==> src/rtl/alu_result_stage.sv <==
// ALU result stage: flags, 2-entry skid FIFO, sticky overflow and pop counter.
// Optional: define ALU_RES_PARITY_EN to add a parity bit P as out_flags[4].
module alu_result_stage #(
    parameter int          WIDTH      = 16,
    parameter logic [15:0] ARITH_MASK = 16'h000F,
    parameter int          DEPTH      = 2
) (
    input  logic             clk,
    input  logic             rst,
    input  logic             in_valid,
    output logic             in_ready,
    input  logic [WIDTH-1:0] in_result,
    input  logic [3:0]       in_op,
    input  logic             in_carry,
    input  logic             in_ovf,
    output logic             out_valid,
    input  logic             out_ready,
    output logic [WIDTH-1:0] out_result,
    output logic [3:0]       out_op,
`ifdef ALU_RES_PARITY_EN
    output logic [4:0]       out_flags,
`else
    output logic [3:0]       out_flags,
`endif
    input  logic             clr_sticky,
    output logic             sticky_ovf,
    output logic [15:0]      res_count
);

`ifdef ALU_RES_PARITY_EN
    localparam int FW = 5;
`else
    localparam int FW = 4;
`endif

    typedef enum logic [1:0] {EMPTY = 2'd0, ONE = 2'd1, FULL = 2'd2} occ_e;

    occ_e             state_q, state_d;
    logic [WIDTH-1:0] head_res_q, head_res_d, tail_res_q, tail_res_d;
    logic [3:0]       head_op_q, head_op_d, tail_op_q, tail_op_d;
    logic [FW-1:0]    head_flg_q, head_flg_d, tail_flg_q, tail_flg_d;
    logic             sticky_q, sticky_d;
    logic [15:0]      cnt_q, cnt_d;
    logic [FW-1:0]    in_flags;
    logic             push, pop;

    // C and V only carry meaning for arithmetic opcodes
    always_comb begin
        in_flags[3] = in_result[WIDTH-1];
        in_flags[2] = (in_result == '0);
        in_flags[1] = in_carry & ARITH_MASK[in_op];
        in_flags[0] = in_ovf & ARITH_MASK[in_op];
`ifdef ALU_RES_PARITY_EN
        in_flags[4] = ^in_result;
`endif
    end

    assign in_ready  = (int'(state_q) < DEPTH);
    assign out_valid = (state_q != EMPTY);
    assign push      = in_valid & in_ready;
    assign pop       = out_valid & out_ready;

    always_comb begin
        state_d    = state_q;
        head_res_d = head_res_q;
        head_op_d  = head_op_q;
        head_flg_d = head_flg_q;
        tail_res_d = tail_res_q;
        tail_op_d  = tail_op_q;
        tail_flg_d = tail_flg_q;
        unique case (state_q)
            EMPTY: begin
                if (push) begin
                    head_res_d = in_result;
                    head_op_d  = in_op;
                    head_flg_d = in_flags;
                    state_d    = ONE;
                end
            end
            ONE: begin
                if (push && pop) begin
                    head_res_d = in_result;
                    head_op_d  = in_op;
                    head_flg_d = in_flags;
                end else if (push) begin
                    tail_res_d = in_result;
                    tail_op_d  = in_op;
                    tail_flg_d = in_flags;
                    state_d    = FULL;
                end else if (pop) begin
                    state_d    = EMPTY;
                end
            end
            FULL: begin
                if (pop) begin
                    head_res_d = tail_res_q;
                    head_op_d  = tail_op_q;
                    head_flg_d = tail_flg_q;
                    state_d    = ONE;
                end
            end
            default: state_d = EMPTY;
        endcase
    end

    always_comb begin
        sticky_d = sticky_q;
        if (pop && head_flg_q[0])
            sticky_d = 1'b1;
        else if (clr_sticky)
            sticky_d = 1'b0;
        cnt_d = cnt_q + {15'd0, pop};
    end

    always_ff @(posedge clk) begin
        if (rst) begin
            state_q    <= EMPTY;
            head_res_q <= '0;
            head_op_q  <= '0;
            head_flg_q <= '0;
            tail_res_q <= '0;
            tail_op_q  <= '0;
            tail_flg_q <= '0;
            sticky_q   <= 1'b0;
            cnt_q      <= '0;
        end else begin
            state_q    <= state_d;
            head_res_q <= head_res_d;
            head_op_q  <= head_op_d;
            head_flg_q <= head_flg_d;
            tail_res_q <= tail_res_d;
            tail_op_q  <= tail_op_d;
            tail_flg_q <= tail_flg_d;
            sticky_q   <= sticky_d;
            cnt_q      <= cnt_d;
        end
    end

    assign out_result = head_res_q;
    assign out_op     = head_op_q;
    assign out_flags  = head_flg_q;
    assign sticky_ovf = sticky_q;
    assign res_count  = cnt_q;

endmodule

==> config.mk <==
export PLATFORM = sky130hd
export DESIGN_NAME = alu_result_stage
export DESIGN_NICKNAME = d
export VERILOG_FILES = /design/src/rtl/alu_result_stage.sv
export SDC_FILE = /design/constraint.sdc
export NUM_CORES = 1
export LEC_CHECK = 0
export CORE_MARGIN = 2
export CORE_UTILIZATION = 50
export DETAILED_ROUTE_END_ITERATION = 8
export HOLD_SLACK_MARGIN = 0.02
export PLACE_DENSITY = 0.8
export SYNTH_ARGS = -nofsm -noshare
export SYNTH_HDL_FRONTEND = slang
export SYNTH_SLANG_ARGS = --single-unit
==> constraint.sdc <==
create_clock -name clk -period 4.8 [get_ports clk]
set_input_delay 0.96 -clock clk [delete_from_list [all_inputs] [get_ports clk]]
set_output_delay 0.96 -clock clk [all_outputs]
set_load 0.03 [all_outputs]
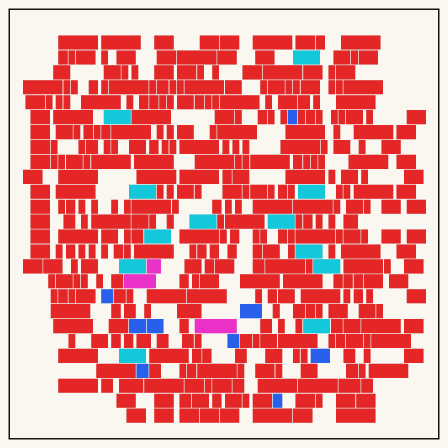
Run 1: drive-strength map
blue -> drive 2  # cells 9, share 2.2%, most used or2_2
cyan -> drive 6 and up  # cells 12, share 3.0%, most used clkbuf_8
magenta -> drive 3 to 4  # cells 3, share 0.75%
red -> drive 1 or less  # cells 378, share 94%, most used nand2_1
bufs w/o clock: 69
post-route cell area: 3590 um2

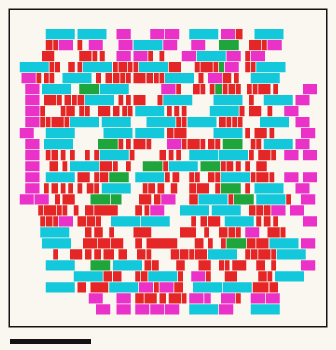
Run 1: placement by cell class
The bar under the picture is 20 um long.
magenta -> other buffers and delay cells  # cells 69, share of their area 20%
green -> clock drivers and dummy loads  # cells 15, share of their area 5.2%
cyan -> flip-flops  # cells 65, share of their area 37%
red -> all other logic  # cells 253, share of their area 38%
post-layout utilization of the core: 68.9%
area inside the core boundary: 5200 um2
register share of the cell area: 36.3%
number of placement rows: 26

==> ds_physical_params.txt, run 1 <==
Characteristics after synthesis and place and route

Parameter                              Value

Run status
  Run status    complete, no violations

Power and ir drop
  Combinational share of power    15.2%

Global routing
  Met1 GRT Util    between 20% and 30%
  Met3 usage in global routing    under 10%
  Most Used Layer, Global Route    met2

Min path
  Number of cells traversed by the worst hold path    2

Synth
  Cell area after technology mapping    approximately 2700 um2
  Post-synthesis sequential area ratio    between 40% and 50%
  Post-Syn Area per Cell    around 8 um2
  Post-Syn Instances    about 340

Worst setup path
  Reg-to-reg slack, setup    ~2.7 ns
  Top Family by Delay on Critical Path    buffers and inverters
  Critical path depth in cells    8

Layout
  Post-route insts no fill    ~470
  Fraction of layout instances using a drive strength above 1    5.97%
  Area used by multi-input combinational logic    1310 um2
  Diodes inserted    0

Clock tree
  H-tree level count    3
  Clock-pin slew of the registers on the worst-case setup and hold paths    0.06 ns
  Cell at the root of the clock tree    clkbuf_8

Placement
  Global placement routability congestion    between 0.7 and 0.8
  DP HPWL    ~4000 um

Die
  Count of pins on the block boundary    around 70
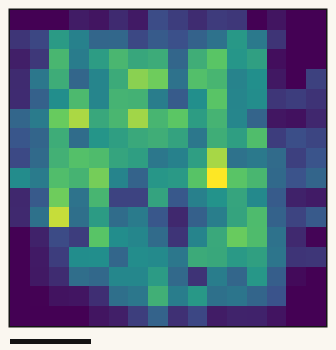
Run 1: wire density map
The bar under the picture is 20 um long. The die is cut into 16 by 16 equal tiles; dark purple is low, yellow is high, scaled to the fullest tile. Values are wire area over tile area, all layers added.
fullest tile = 0.46
emptiest ninth of the die = south-west
mean over tiles = 0.17
nearly empty tiles = 10%
tiles over half the peak = 30%
DR vias: 2529
Routed wire per std cell: 13.5 um
overall fraction of global-route tracks in use: 21.9%
overall routed net length: 6370 um

==> run 1 -> run 2 <==
--- a/config.mk
+++ b/config.mk
@@ -6,10 +6,10 @@
 export NUM_CORES = 1
 export LEC_CHECK = 0
 export CORE_MARGIN = 2
-export CORE_UTILIZATION = 50
+export CORE_UTILIZATION = 44
 export DETAILED_ROUTE_END_ITERATION = 8
 export HOLD_SLACK_MARGIN = 0.02
-export PLACE_DENSITY = 0.8
+export PLACE_DENSITY = 0.75
 export SYNTH_ARGS = -nofsm -noshare
 export SYNTH_HDL_FRONTEND = slang
 export SYNTH_SLANG_ARGS = --single-unit
==> constraint.sdc (replaced) <==
create_clock -name clk -period 2.35 [get_ports clk]
set_input_delay 0.47 -clock clk [delete_from_list [all_inputs] [get_ports clk]]
set_output_delay 0.47 -clock clk [all_outputs]
set_load 0.03 [all_outputs]
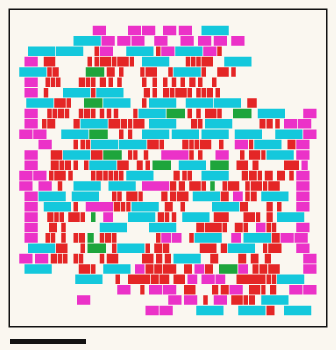
Run 2: placement by cell class
The bar under the picture is 20 um long.
area inside the core boundary: 5960 um2
post-layout utilization of the core: 62.2%
post-route cell area: 3700 um2
register share of the cell area: 35.1%
number of placement rows: 28

==> run 2 against run 1 <==
Flip-flop count did not move. Critical path depth fell by 6. Clock power rose by 85%. Final area rose by 3.3%.
==> ds_physical_params.txt, run 2 <==
Characteristics after synthesis and place and route

Parameter                              Value

Run status
  Run status    complete, no violations

Global routing
  Most Used Layer, Global Route    met2
  Met3 usage in global routing    ~4.2%
  Global-route congestion overflow total    0

Final timing
  Relative max-transition margin    about 61%
  Final setup fails    0

Placement
  Global placement routability congestion    slightly below 0.8
  DP HPWL    ~4600 um

Route
  DR vias    roughly 2600
  Post-DRT Antenna Nets    0
  Overall routed net length    about 6600 um
  Routed wire per std cell    approximately 14 um

Clock tree
  Skew-Pair Late Insertion Delay    approximately 0.34 ns
  Clock-pin slew of the registers on the worst-case setup and hold paths    0.07 ns
  Cell at the root of the clock tree    clkbuf_8
  H-tree level count    3

Layout
  Combinational Gates    between 200 and 250
  Post-route insts no fill    just under 500
  Cell class with the largest area share    multi-input combinational cells
  Area used by multi-input combinational logic    1310 um2
  Diodes inserted    0
  Fraction of layout instances using a drive strength above 1    ~8.5%

Min path
  Tightest Hold Check Type    flop to flop
  Number of cells traversed by the worst hold path    2

Synth
  Post-Syn Area per Cell    a little over 8 um2
  Yosys stat cell total    roughly 340
  Cell area after technology mapping    between 2000 and 3000 um2
  Post-synthesis sequential area ratio    47.5%
  Share of the synthesized area in the top cell type    47.5%

Worst setup path
  Reg-to-reg slack, setup    about 0.40 ns
  Top Family by Delay on Critical Path    buffers and inverters

Power and ir drop
  PwrDens    635 nW/um2
  Combinational share of power    roughly 17%

Die
  Count of pins on the block boundary    around 70
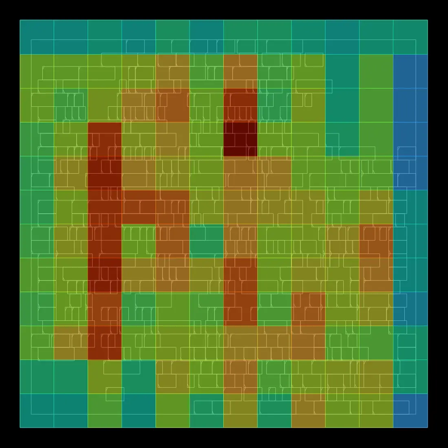
Run 2: routing congestion
met1 GRT Util: 25.0%
overall fraction of global-route tracks in use: 19.8%

==> run 2 -> run 3 <==
--- a/config.mk
+++ b/config.mk
@@ -5,11 +5,12 @@
 export SDC_FILE = /design/constraint.sdc
 export NUM_CORES = 1
 export LEC_CHECK = 0
-export CORE_MARGIN = 2
+export CORE_MARGIN = 5
 export CORE_UTILIZATION = 44
 export DETAILED_ROUTE_END_ITERATION = 8
 export HOLD_SLACK_MARGIN = 0.02
 export PLACE_DENSITY = 0.75
+export RECOVER_POWER = 25
 export SYNTH_ARGS = -nofsm -noshare
 export SYNTH_HDL_FRONTEND = slang
 export SYNTH_SLANG_ARGS = --single-unit
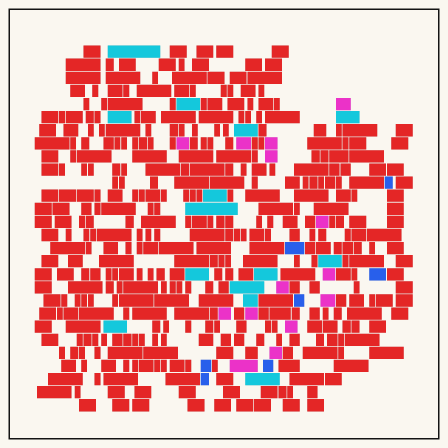
Run 3: drive-strength map
red -> drive 1 or less  # cells 382, share 92%, most used nand2_1
magenta -> drive 3 to 4  # cells 14, share 3.4%, most used buf_4
blue -> drive 2  # cells 7, share 1.7%, most used or2_2
cyan -> drive 6 and up  # cells 14, share 3.4%, most used clkbuf_8

==> run 3 against run 2 <==
Sequential power barely moved. Combinational power decreased by 2%. Via count down 0.69%. Sequential share of layout area decreased by 0.31 points. Clock power increased by 37%. Count of clock-buffer cells in the layout shrank 3. Final area increased by 0.88%. Maximum frequency up 0.22%. Clock skew grew 0.0060 ns. Highest routed layer unchanged.
==> ds_physical_params.txt, run 3 <==
Characteristics after synthesis and place and route

Parameter                              Value

Layout
  Cell class with the largest area share    registers
  Combinational Gates    246
  Post-route cell area    between 3000 and 4000 um2
  Register share of the cell area    between 30% and 40%
  Bufs w/o clock    roughly 83
  Post-layout utilization of the core    between 60% and 70%
  Fraction of layout instances using a drive strength above 1    under 10%
  Post-route insts no fill    slightly below 500
  Diodes inserted    0
  Area used by multi-input combinational logic    1280 um2

Route
  Post-DRT Antenna Nets    0
  Overall routed net length    between 6000 and 7000 um
  DR vias    roughly 2600

Power and ir drop
  PwrDens    approximately 700 nW/um2
  Combinational share of power    about 14%

Clock tree
  Cell at the root of the clock tree    clkbuf_8
  H-tree level count    3
  Skew-Pair Late Insertion Delay    between 0.3 and 0.4 ns

Synth
  XOR/XNOR Area Share    roughly 2.9%
  Cell area after technology mapping    2740 um2
  Post-Syn Instances    between 300 and 400
  Share of the synthesized area in the top cell type    47.5%
  Yosys stat cell total    340

Die
  Count of pins on the block boundary    70
  Number of placement rows    28
  Height of the die    slightly below 90 um

Global routing
  Most Used Layer, Global Route    met2
  Overall fraction of global-route tracks in use    18.0%
  Met3 usage in global routing    6.27%
  Met1 GRT Util    21.7%

Worst setup path
  Top Family by Delay on Critical Path    simple AND/OR/NAND/NOR gates
  Critical path depth in cells    6
  Biggest cell delay along the critical path    about 0.56 ns

Placement
  DP HPWL    4550 um
  Global placement routability congestion    ~0.8

Run status
  Run status    complete, no violations

Min path
  Tightest Hold Check Type    flop to flop
  Number of cells traversed by the worst hold path    2

Final timing
  Final setup fails    0
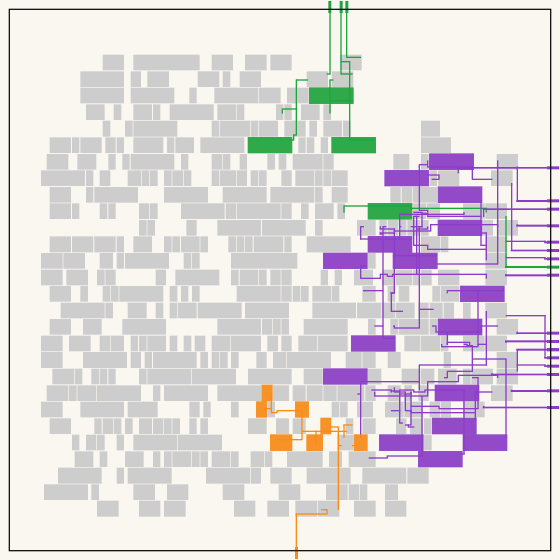
Run 3: wires at chosen ports, followed through buffers
purple -> `res_count`  # direction output, edge east, end cells 16, wire 659 um
orange -> `out_ready`  # direction input, edge south, end cells 7, wire 59.6 um
green -> `out_op`  # direction output, edge 3 north, 1 east, end cells 4, wire 117 um

Power figures rest on the tool's default switching activity, not on a simulated workload.
